Design traffic_sensor_conditioner_flat, sky130hd; sources not shown.
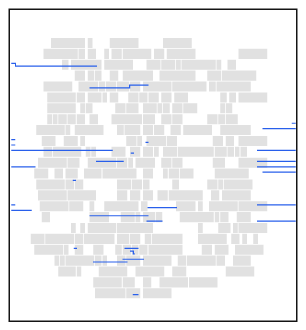
(run_1/met3.png)
Drawn at 4 px/µm. Cells faint in the background.
wire length on this layer: 191 µm
main direction: horizontal
nets with wire on the layer: 23
met3 capacity usage during global routing: 5.81%
routed wire length: 3.95 mm

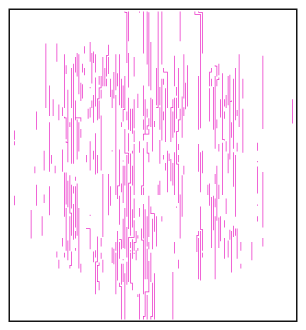
(run_1/met2.png)
Drawn at 4 px/µm.
wire length on this layer: 2110 µm
nets with wire on the layer: 224
via count of the routed design: 1516
met2 global-route usage: 27.1%

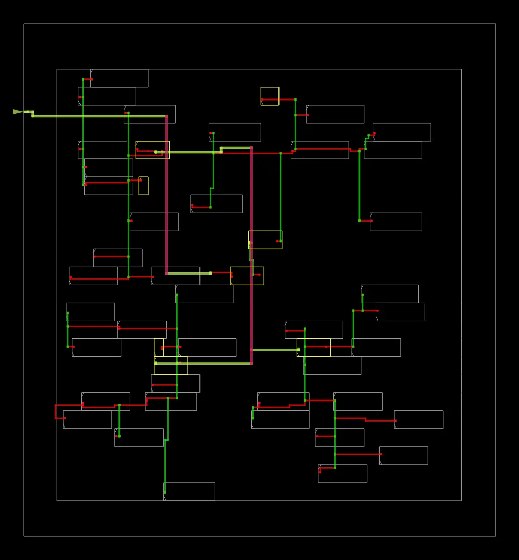
(run_1/final_clocks.png)
P_clk: 731 µW
layout clock buffer count: 6

==> impl_results.html, run 1 <==
<h3>Run summary</h3>
<table>
<tr><th>Metric</th><th>Value</th></tr>
<tr><th colspan="2">Run status</th></tr>
<tr><td>Run status</td><td>finished clean</td></tr>
<tr><th colspan="2">Power</th></tr>
<tr><td>Worst vdd ir</td><td>between 0.6 and 0.7 mV</td></tr>
<tr><td>Leak Pwr</td><td>slightly below 0.0009 µW</td></tr>
<tr><th colspan="2">Layout</th></tr>
<tr><td>Sequential cell area</td><td>855 µm²</td></tr>
<tr><td>Logic Gate Count</td><td>118</td></tr>
<tr><td>Flops</td><td>about 40</td></tr>
<tr><td>Count of inverters not on the clock network in the layout</td><td>17</td></tr>
<tr><td>Total of plain and repair buffers excluding clock buffers</td><td>approximately 45</td></tr>
<tr><td>Most frequent standard cell in the layout excluding fill and tap cells</td><td>sky130_fd_sc_hd__buf_12</td></tr>
<tr><th colspan="2">Synthesis</th></tr>
<tr><td>AND/OR/NAND/NOR Cells, Area Fraction</td><td>between 15 and 20%</td></tr>
<tr><td>Proportion of synthesized chip area in sequential cells</td><td>47.0%</td></tr>
<tr><td>Main kind of combinational logic by area</td><td>AND-OR/OR-AND gates</td></tr>
<tr><td>Number of enable flip-flop cells</td><td>0</td></tr>
<tr><td>Fraction of synthesized area in multiplexers</td><td>about 5.3%</td></tr>
<tr><td>Xor-xnor portion of the synthesized cell area</td><td>between 1.5 and 2%</td></tr>
<tr><td>Top cell type by instance count after synthesis</td><td>sky130_fd_sc_hd__dfxtp_1</td></tr>
<tr><td>Post-synthesis sequential element count</td><td>about 40</td></tr>
<tr><td>Mapped Area</td><td>1700 µm²</td></tr>
<tr><td>Aoi share</td><td>a little under a fifth</td></tr>
<tr><th colspan="2">Hold path</th></tr>
<tr><td>Hold crit path type</td><td>input port to register</td></tr>
<tr><th colspan="2">Clock tree</th></tr>
<tr><td>Number of cells upsized or downsized after cts</td><td>0</td></tr>
<tr><td>H-tree depth</td><td>2</td></tr>
<tr><th colspan="2">Placement</th></tr>
<tr><td>Number of buffers inserted by port buffering</td><td>32</td></tr>
<tr><th colspan="2">Final timing</th></tr>
<tr><td>Fraction of the cycle the final worst path needs</td><td>about 96%</td></tr>
<tr><td>Count of final max-slew check failures</td><td>0</td></tr>
<tr><td>Final period demand of the worst path</td><td>about 1.3 ns</td></tr>
<tr><td>Hold violation count in the final report</td><td>0</td></tr>
<tr><th colspan="2">Routing</th></tr>
<tr><td>Metal2 WL</td><td>2.11 mm</td></tr>
<tr><td>Detail Route Antenna Nets</td><td>0</td></tr>
<tr><td>Highest signal layer in the routed design</td><td>met4</td></tr>
<tr><th colspan="2">Critical path</th></tr>
<tr><td>Required time at the worst-slack endpoint</td><td>~1.5 ns</td></tr>
<tr><td>Critical path startpoint category</td><td>register</td></tr>
<tr><td>Worst Path Buf+Inv</td><td>0</td></tr>
<tr><td>Critical path depth in cells</td><td>4</td></tr>
<tr><td>Critical Path AT</td><td>1.43 ns</td></tr>
<tr><td>Crit path cell chain</td><td>ha_4, nand3_2, o21a_1, a311oi_1</td></tr>
<tr><th colspan="2">Global route</th></tr>
<tr><td>Overall overflow remaining after global route</td><td>0</td></tr>
<tr><th colspan="2">Floorplan</th></tr>
<tr><td>Num ports</td><td>33</td></tr>
<tr><td>Horizontal extent of the die</td><td>approximately 71 µm</td></tr>
<tr><td>Number of tapcells</td><td>between 50 and 60</td></tr>
</table>
==> run 1: power breakdown <==
part	total, µW	switching (µW)	internal, µW
clock	731	386	345
combinational	153	75.7	76.9
sequential	1130	7.45	1130
total	2020	469	1550
==> run 1: stage by stage <==
step | setup WS, ns | util [%] | total power, µW | cell area [µm²]
finish | 0.0608 | 64.0 | 2020 | 2560
global placement | -0.113 | 61.9 | 1310 | 2470
detailed placement | -0.162 | 61.9 | 1310 | 2470
floorplan | -0.0762 | - | 1230 | 1800
CTS | 0.0515 | 64.0 | 2040 | 2560
global route | 0.0120 | 64.0 | 2120 | 2560
==> run 1: worst register-to-register path, delay by kind of cell (launching register included) <==
family          cells  cell delay (ns)
compound gates      2             0.49
fa+ha+maj           1             0.17
flops               1             0.41
simple gates        1             0.07
==> run_1/pdn.png <==
Drawn at 4 px/µm. Pins as bars on the die edge. Tap cells in gray.
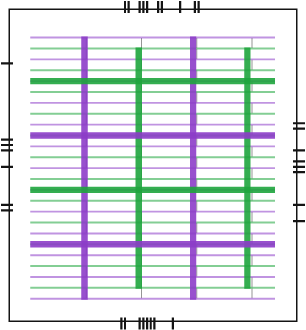

==> run 1 -> run 2 <==
Settings changed: CORE_UTILIZATION 41 to 25, PLACE_DENSITY 0.68 to default.
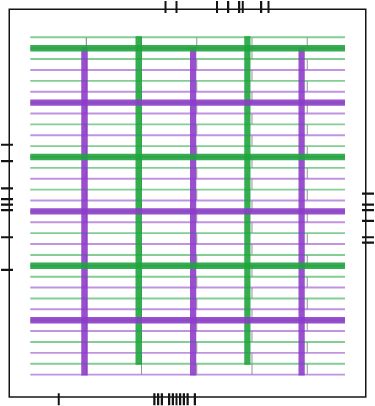
(run_2/pdn.png)
Drawn at 4 px/µm. Pins as bars on the die edge. Tap cells in gray.
[green] VDD
[purple] VSS
rows: 31
tap cells: 82
horizontal extent of the die: 88.7 µm
Core Footprint: 6630 µm²
worst vdd ir: 0.458 mV
die y size: 96.6 µm

==> impl_results.html, run 2 <==
<h3>Run summary</h3>
<table>
<tr><th>Metric</th><th>Value</th></tr>
<tr><th colspan="2">Run status</th></tr>
<tr><td>Run status</td><td>finished clean (unchanged)</td></tr>
<tr><th colspan="2">Final timing</th></tr>
<tr><td>Fraction of the cycle the final worst path needs</td><td>90.8% (was 95.7%)</td></tr>
<tr><td>Count of final max-slew check failures</td><td>0 (unchanged)</td></tr>
<tr><td>RSZ-0062 raised after global routing</td><td>no (unchanged)</td></tr>
<tr><td>Hold violation count in the final report</td><td>0 (unchanged)</td></tr>
<tr><td>Slack of the critical path</td><td>0.128 ns (was 0.0608 ns)</td></tr>
<tr><th colspan="2">Hold path</th></tr>
<tr><td>Hold crit path type</td><td>input port to register (unchanged)</td></tr>
<tr><th colspan="2">Power</th></tr>
<tr><td>Switching share of power</td><td>24.7% (was 23.3%)</td></tr>
<tr><td>Power share of the sequential group</td><td>54.6% (was 56.2%)</td></tr>
<tr><td>Biggest consumer</td><td>registers (unchanged)</td></tr>
<tr><td>Clock network power share</td><td>37.7% (was 36.2%)</td></tr>
<tr><td>Leak Pwr</td><td>0.000917 µW (was 0.000882 µW)</td></tr>
<tr><td>Power in combinational cells</td><td>160 µW (was 153 µW)</td></tr>
<tr><td>Power in sequential cells</td><td>1130 µW (about the same)</td></tr>
<tr><td>Net Switching</td><td>513 µW (was 469 µW)</td></tr>
<tr><td>P_clk</td><td>784 µW (was 731 µW)</td></tr>
<tr><td>Power share of the combinational group</td><td>7.7% (was 7.6%)</td></tr>
<tr><td>Internal Power</td><td>1560 µW (was 1550 µW)</td></tr>
<tr><td>Sum of internal, switching and leakage power</td><td>2080 µW (was 2020 µW)</td></tr>
<tr><th colspan="2">Routing</th></tr>
<tr><td>Via count of the routed design</td><td>1458 (was 1516)</td></tr>
<tr><td>Detail Route Antenna Nets</td><td>0 (unchanged)</td></tr>
<tr><td>Metal2 WL</td><td>1.73 mm (was 2.11 mm)</td></tr>
<tr><td>Detailed router's first-iteration violation count</td><td>103 (was 48)</td></tr>
<tr><th colspan="2">Global route</th></tr>
<tr><td>Met3 capacity usage during global routing</td><td>2.63% (was 5.81%)</td></tr>
<tr><td>Global-route usage over all layers</td><td>10.1% (was 16.0%)</td></tr>
<tr><td>Met2 global-route usage</td><td>15.2% (was 27.1%)</td></tr>
<tr><td>Number of antenna violations at the first check in global routing</td><td>0 (unchanged)</td></tr>
<tr><td>Overall overflow remaining after global route</td><td>0 (unchanged)</td></tr>
<tr><th colspan="2">Synthesis</th></tr>
<tr><td>Aoi share</td><td>18.3% (unchanged)</td></tr>
<tr><td>Post-synthesis sequential element count</td><td>40 (unchanged)</td></tr>
<tr><td>Fraction of synthesized area in multiplexers</td><td>5.29% (unchanged)</td></tr>
<tr><td>Mapped Area</td><td>1700 µm² (unchanged)</td></tr>
<tr><td>Proportion of synthesized chip area in sequential cells</td><td>47.0% (unchanged)</td></tr>
<tr><td>Main kind of combinational logic by area</td><td>AND-OR/OR-AND gates (unchanged)</td></tr>
<tr><td>Xor-xnor portion of the synthesized cell area</td><td>1.54% (unchanged)</td></tr>
<tr><td>Number of enable flip-flop cells</td><td>0 (unchanged)</td></tr>
<tr><td>AND/OR/NAND/NOR Cells, Area Fraction</td><td>17.9% (unchanged)</td></tr>
<tr><th colspan="2">Critical path</th></tr>
<tr><td>CP Class</td><td>register to register (unchanged)</td></tr>
<tr><td>Crit path cell chain</td><td>ha_4, nand3_2, o21a_1, a311oi_1 (unchanged)</td></tr>
<tr><td>Worst Path Buf+Inv</td><td>0 (unchanged)</td></tr>
<tr><td>Count of cells along the worst register-to-register path</td><td>4 (unchanged)</td></tr>
<tr><td>Critical path depth in cells</td><td>4 (unchanged)</td></tr>
<tr><td>Critical Path AT</td><td>1.37 ns (was 1.43 ns)</td></tr>
<tr><td>Critical path startpoint category</td><td>register (unchanged)</td></tr>
<tr><th colspan="2">Layout</th></tr>
<tr><td>Most frequent standard cell in the layout excluding fill and tap cells</td><td>sky130_fd_sc_hd__buf_12 (unchanged)</td></tr>
<tr><td>Utilization after layout</td><td>39.8% (was 64.0%)</td></tr>
<tr><td>Post-route standard cell area excluding fillers</td><td>2640 µm² (was 2560 µm²)</td></tr>
<tr><th colspan="2">Run</th></tr>
<tr><td>Number of warning messages in the logs</td><td>27 (unchanged)</td></tr>
<tr><td>Max-capacitance violation count</td><td>0 (unchanged)</td></tr>
<tr><th colspan="2">Clock tree</th></tr>
<tr><td>Number of cells upsized or downsized after cts</td><td>0 (unchanged)</td></tr>
<tr><td>Buffer depth of the longest clock path</td><td>2 (unchanged)</td></tr>
<tr><th colspan="2">Placement</th></tr>
<tr><td>Worst setup slack after placement</td><td>-0.181 ns (was -0.162 ns)</td></tr>
<tr><td>Number of buffers inserted by port buffering</td><td>32 (unchanged)</td></tr>
<tr><th colspan="2">Floorplan</th></tr>
<tr><td>Num ports</td><td>33 (unchanged)</td></tr>
</table>
-- run 2: cell families after synthesis --
family	after synthesis
AND/OR/NAND/NOR	55
AND-OR/OR-AND	45
flip-flops	40
buffers and inverters	23
multiplexers	9
adder cells (fa/ha/maj)	6
XOR/XNOR	3
-- run 2: final cells by class --
cell class	count	area, µm²
Clock buffer	5	68.8
Tap cell	82	103
Clock inverter	3	21.3
Inverter	17	63.8
Sequential cell	40	855
Timing Repair Buffer	50	676
Fill cell	647	4000
Multi-Input combinational cell	118	851
-- run 2: worst register-to-register path, stage by stage (launching register included) --
cell and delay [ns]:
sky130_fd_sc_hd__dfxtp_4 0.37, sky130_fd_sc_hd__ha_4 0.16, sky130_fd_sc_hd__nand3_2 0.07, sky130_fd_sc_hd__o21a_1 0.24
sky130_fd_sc_hd__a311oi_1 0.25
Power is estimated from default activity; no workload was simulated.
